### src/rtl/mips_pkg.sv
// Shared definitions for the MIPS pipeline: PC source codes, the nop encoding
// and the fetch FSM state type.
package mips_pkg;

  localparam logic [1:0] PC_SRC_SEQ = 2'b00;
  localparam logic [1:0] PC_SRC_BR  = 2'b01;
  localparam logic [1:0] PC_SRC_JR  = 2'b10;
  localparam logic [1:0] PC_SRC_J   = 2'b11;

  localparam logic [31:0] NOP_INST = 32'h0000_0000;

  typedef enum logic {
    BOOT = 1'b0,
    RUN  = 1'b1
  } fetch_state_e;

  // Word offset of a branch immediate, sign-extended to a byte offset.
  function automatic logic [31:0] branch_offset(input logic [15:0] imm);
    return {{14{imm[15]}}, imm, 2'b00};
  endfunction

endpackage

### src/rtl/next_pc_calc.sv
// Combinational next-PC selection: sequential, branch, jump-register or jump,
// with redirect targets derived from the IF/ID contents.
module next_pc_calc
  import mips_pkg::*;
(
  input  logic [31:0] pc,
  input  logic [31:0] inst_id,
  input  logic [31:0] pc_plus4_id,
  input  logic [31:0] jr_target,
  input  logic [1:0]  pc_src,
  output logic [31:0] next_pc,
  output logic [31:0] pc_plus4
);

  // The opcode field plays no part in target formation.
  logic unused_opcode;
  assign unused_opcode = ^inst_id[31:26];

  assign pc_plus4 = pc + 32'd4;

  always_comb begin
    next_pc = pc_plus4;
    case (pc_src)
      PC_SRC_BR: next_pc = pc_plus4_id + branch_offset(inst_id[15:0]);
      PC_SRC_JR: next_pc = jr_target;
      PC_SRC_J:  next_pc = {pc_plus4_id[31:28], inst_id[25:0], 2'b00};
      default:   next_pc = pc_plus4;
    endcase
  end

endmodule

### src/rtl/fetch_stage.sv
// Instruction-fetch stage with IF/ID register: owns the PC, issues imem
// requests, squashes the ID slot on redirects and counts fetches/bubbles.
module fetch_stage
  import mips_pkg::*;
#(
  parameter logic [31:0] RESET_PC = 32'h0000_0000,
  parameter int          CNT_W    = 32
) (
  input  logic             clk,
  input  logic             reset,
  input  logic [1:0]       pc_src,
  input  logic [31:0]      jr_target,
  input  logic             stall,
  output logic [31:0]      imem_addr,
  output logic             imem_req,
  input  logic [31:0]      imem_rdata,
  input  logic             imem_ready,
  output logic [31:0]      pc,
  output logic [31:0]      inst_id,
  output logic [31:0]      pc_plus4_id,
  output logic             valid_id,
  output logic             flush,
  output logic [CNT_W-1:0] fetch_cnt,
  output logic [CNT_W-1:0] bubble_cnt
);

  localparam logic [CNT_W-1:0] CNT_ONE = {{(CNT_W-1){1'b0}}, 1'b1};

  fetch_state_e state_reg;
  logic [31:0]  next_pc;
  logic [31:0]  pc_plus4;

  next_pc_calc u_next_pc_calc (
    .pc          (pc),
    .inst_id     (inst_id),
    .pc_plus4_id (pc_plus4_id),
    .jr_target   (jr_target),
    .pc_src      (pc_src),
    .next_pc     (next_pc),
    .pc_plus4    (pc_plus4)
  );

  function automatic logic [CNT_W-1:0] sat_inc(input logic [CNT_W-1:0] cnt);
    return (&cnt) ? cnt : cnt + CNT_ONE;
  endfunction

  assign imem_addr = pc;
  assign imem_req  = (state_reg == RUN) && !stall;

  always_ff @(posedge clk or posedge reset) begin
    if (reset) begin
      state_reg   <= BOOT;
      pc          <= RESET_PC;
      inst_id     <= NOP_INST;
      pc_plus4_id <= 32'h0;
      valid_id    <= 1'b0;
      flush       <= 1'b0;
      fetch_cnt   <= '0;
      bubble_cnt  <= '0;
    end else begin
      case (state_reg)
        BOOT: state_reg <= RUN;
        RUN: begin
          // A stall freezes everything: the ID branch compare is not settled yet.
          if (!stall) begin
            if (pc_src != PC_SRC_SEQ) begin
              pc         <= next_pc;
              inst_id    <= NOP_INST;
              valid_id   <= 1'b0;
              flush      <= 1'b1;
              bubble_cnt <= sat_inc(bubble_cnt);
            end else if (imem_ready) begin
              pc          <= pc_plus4;
              inst_id     <= imem_rdata;
              pc_plus4_id <= pc_plus4;
              valid_id    <= 1'b1;
              flush       <= 1'b0;
              fetch_cnt   <= sat_inc(fetch_cnt);
            end else begin
              inst_id    <= NOP_INST;
              valid_id   <= 1'b0;
              flush      <= 1'b0;
              bubble_cnt <= sat_inc(bubble_cnt);
            end
          end
        end
        default: state_reg <= BOOT;
      endcase
    end
  end

endmodule

### config.mk
export PLATFORM = sky130hd
export DESIGN_NAME = fetch_stage
export DESIGN_NICKNAME = d
export VERILOG_FILES = /design/src/rtl/mips_pkg.sv /design/src/rtl/next_pc_calc.sv /design/src/rtl/fetch_stage.sv
export SDC_FILE = /design/constraint.sdc
export NUM_CORES = 1
export LEC_CHECK = 0
export ABC_AREA = 1
export ABC_CLOCK_PERIOD_IN_PS = 9070
export CORE_MARGIN = 2
export CORE_UTILIZATION = 52
export DETAILED_ROUTE_END_ITERATION = 12
export PLACE_DENSITY = 0.83
export REMOVE_ABC_BUFFERS = 1
export SLEW_MARGIN = 30
export SYNTH_ARGS = -nofsm -noshare
export SYNTH_HDL_FRONTEND = slang
export SYNTH_SLANG_ARGS = --single-unit
export TNS_END_PERCENT = 5
### constraint.sdc
create_clock -name clk -period 9.07 [get_ports clk]
set_input_delay 2.721 -clock clk [delete_from_list [all_inputs] [get_ports clk]]
set_output_delay 2.721 -clock clk [all_outputs]
set_load 0.005 [all_outputs]
### Clock network drawn from the DEF

The bar under the picture is 50 microns long.
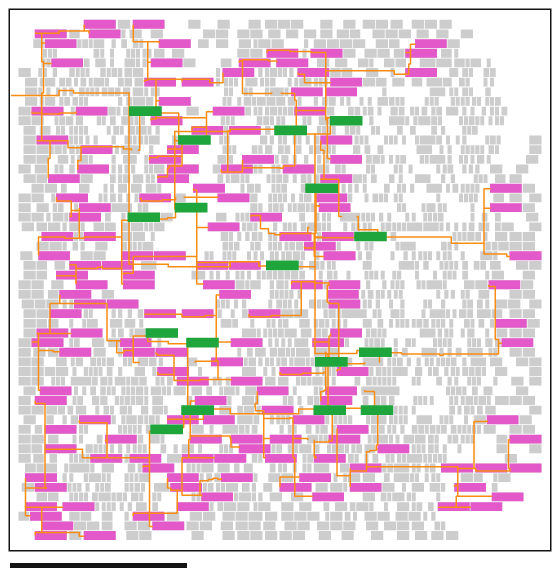
[flip-flops] magenta | count: 163
[clock wires] orange | length: 2190 microns
[clock-net drivers] green | count: 17
routed clock nets: 18
flops lie: widely spread

==> qor.txt <==
Status: finished, final reports clean
Initial Util: 0.527
Final setup viols: 0
Clock root buffer: clkbuf_16
Share of layout cells above drive strength 1: 0.0436
Worst reg2reg setup slack: 6.03 ns
Die X: 152 microns
Port bufs: 264
Switching Fraction: 0.356
Die Y: 152 microns
Clk_skew: 0.0145 ns
Flops after synth: 163
TritonCTS Buffers: 17
Net Switching: 0.898 mW
Slew @ Worst Pin: 0.991 ns
Combinational share of power: 0.315
Start point of the worst hold path: flush$_DFFE_PP0P_
Clock buffer depth: 2
Worst slack at placement: 2.43 ns
DRT antenna net count: 0
H-tree levels: 4
Largest net degree at the start of global routing: 89
DR iter-0 viols: 861
Worst r2r path cells: 10
Reg2reg end: imem_addr[7]$_DFFE_PP0P_
Fin area: 14600 sq um
Netlist Area Pre-Place: 11400 sq um
Via count of the first global-routing pass: 11700
Tool Warnings: 25
FP Rows: 54
RSZ-0062 raised after global routing: no
XORs/XNORs by Area: 0.0552
Reg clk slew, reported paths: 0.07 ns
Layout area overhead: 28.0%
Adder-Cell Fraction of Synth Area: 0.0368
Synth Instances: 1651
Fin crit share: 0.731
Slew headroom: 0.338
Vias: 12100
Yosys warning count: 0
YS chip area: 11400 sq um
Cell Pwr Density: 172 nW/um^2
Seq pwr share: 0.393
Top logic family: simple AND/OR/NAND/NOR gates
Hold depth: 2
Total power: 2.52 mW
Post_cts resized: 0
Core ar.: 21700 sq um
Clk sinks: 163
Critical path class: in2out
Die ar.: 23200 sq um
Final #Nets: 1971
Crit path max fanout: 9
Mux share: 0
Crit path cell chain: clkdlybuf4s50_1 > nor2_4 > clkdlybuf4s50_1
Worst path slowest cell: clkdlybuf4s50_1
Total global routing overflow: 0
Vias per inst: 5.58
Final GP Congestion: 1.01
Hold buffer count at cts: 0
Clock power share: 0.292
CP Capture Type: primary output
Hold endpoint: flush$_DFFE_PP0P_
Tightest Hold Check Type: reg2reg
Yosys cell types: 47
Cell total in the yosys stat output: 1651
Drc violations: 0
DRT Pass-1 Iters: 6
Initial antenna violation count: 1
Critical path arrival: 3.91 ns
Data required time of the critical path: 6.35 ns
IO Pins: 265
Detailed placement HPWL: 28.5 mm
### Metal layers overlaid

The bar under the picture is 50 microns long.
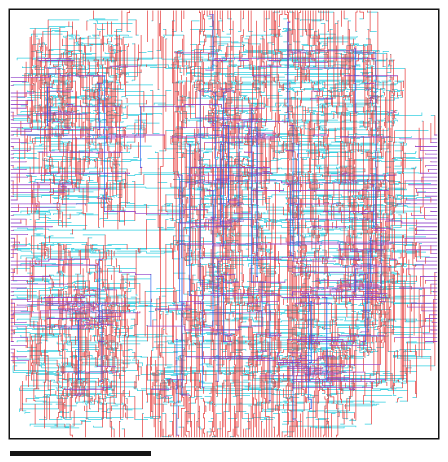
| layer | colour | wire length |
|---|---|---|
| M4 | blue | 1450 microns |
| M3 | purple | 3570 microns |
| M1 | cyan | 14600 microns |
| M2 | red | 18200 microns |
All-Layer GR Usage: 0.325
DRT Wirelength: 37.9 mm
drt wl/cell: 17.5 microns

## layout by cell type, fill, tap and decap left out, types with 5 or more instances in the layout
master           Yosys  routed
nand3_1             89      89
nand4_1             38      38
dfrtp_1            163     163
nand2_2              6       6
clkdlybuf4s50_1      0     264
nand2_1            565     565
xor2_1              58      58
a22o_1              23      23
clkbuf_16            0      17
ha_1                32      32
inv_1              196     194
o21ai_1             13      13
nor3_2               9       9
nor4_1               5       5
nor2_4               6       6
nor2_1             143     142
nor2_2               4       5
buf_4               36       5
xnor2_1             14      14
a21oi_1             49      49
nor3_1              44      44
nand3b_1             9       9
inv_6                0       5
a221oi_1            12      12
a31oi_1             15      15
inv_2                8       8
o21ai_0             45      45
## cells in the mapped netlist, drive strengths merged, types with 23 or more instances
| library cell | n | area share |
|---|---|---|
| nand2 | 574 | 0.19 |
| xor2 | 58 | 0.044 |
| inv | 204 | 0.067 |
| nand3 | 91 | 0.041 |
| a22o | 23 | 0.018 |
| buf | 54 | 0.032 |
| nor3 | 56 | 0.031 |
| nand4 | 38 | 0.021 |
| nor2 | 153 | 0.055 |
| o21ai | 58 | 0.025 |
| a21oi | 49 | 0.021 |
| ha | 32 | 0.035 |
| dfrtp | 163 | 0.36 |
## logic make-up after synthesis
family / Yosys count
AND/OR/NAND/NOR: 932
buffers and inverters: 277
AND-OR/OR-AND: 173
flip-flops: 163
XOR/XNOR: 72
adder cells (fa/ha/maj): 33
other: 1
## metal layers
layer | track usage | share of wire | vias to the layer above
met5 | 0 | 0 | -
met4 | 0.135 | 0.038 | 0
met3 | 0.0694 | 0.094 | 99
met2 | 0.545 | 0.48 | 635
met1 | 0.408 | 0.39 | 5612
li1 | - | - | 5715
## worst max path at each step
stage / startpoint / end / depth (start not counted) / slack (ns)
after floorplan: reset / bubble_cnt[0]$_DFFE_PP0P_ / 1 / 1.94
after global placement: stall / imem_req / 3 / 2.42
after detailed placement: stall / imem_req / 3 / 2.43
after CTS: stall / imem_req / 3 / 2.43
after global routing: stall / imem_req / 3 / 2.37
final: stall / imem_req / 3 / 2.44
## area by class of cell
cell class,count,area [sq um]
Sequential cell,163,4080
Clock buffer,17,425
Inverter,205,774
Multi-Input combinational cell,1211,6150
Clock inverter,15,166
Fill cell,1858,7050
Tap cell,280,350
Timing Repair Buffer,270,2690
## worst max-delay path, delay by kind of cell
kind,cells,cell delay [ns]
and+or+nand+nor,1,0.22
buffers and inverters,2,0.97
## per-stage QoR
step / hold slack (ns) / std cells
4_1_cts: 0.491 / 2161
6_report: 0.492 / 2161
3_5_place_dp: 0.475 / 2129
3_3_place_gp: 0.470 / 2129
5_1_grt: 0.532 / 2161
2_1_floorplan: 0.473 / 1579
## power groups by stage
stage | combinational [mW] | clock [mW] | sequential [mW]
final | 0.795 | 0.735 | 0.991
after global routing | 0.878 | 0.776 | 1.00
after CTS | 0.793 | 0.743 | 0.986
after detailed placement | 0.786 | 0 | 0.998
after global placement | 0.764 | 0 | 0.998
after floorplan | 0.368 | 0 | 0.960
Power is estimated from default activity; no workload was simulated.
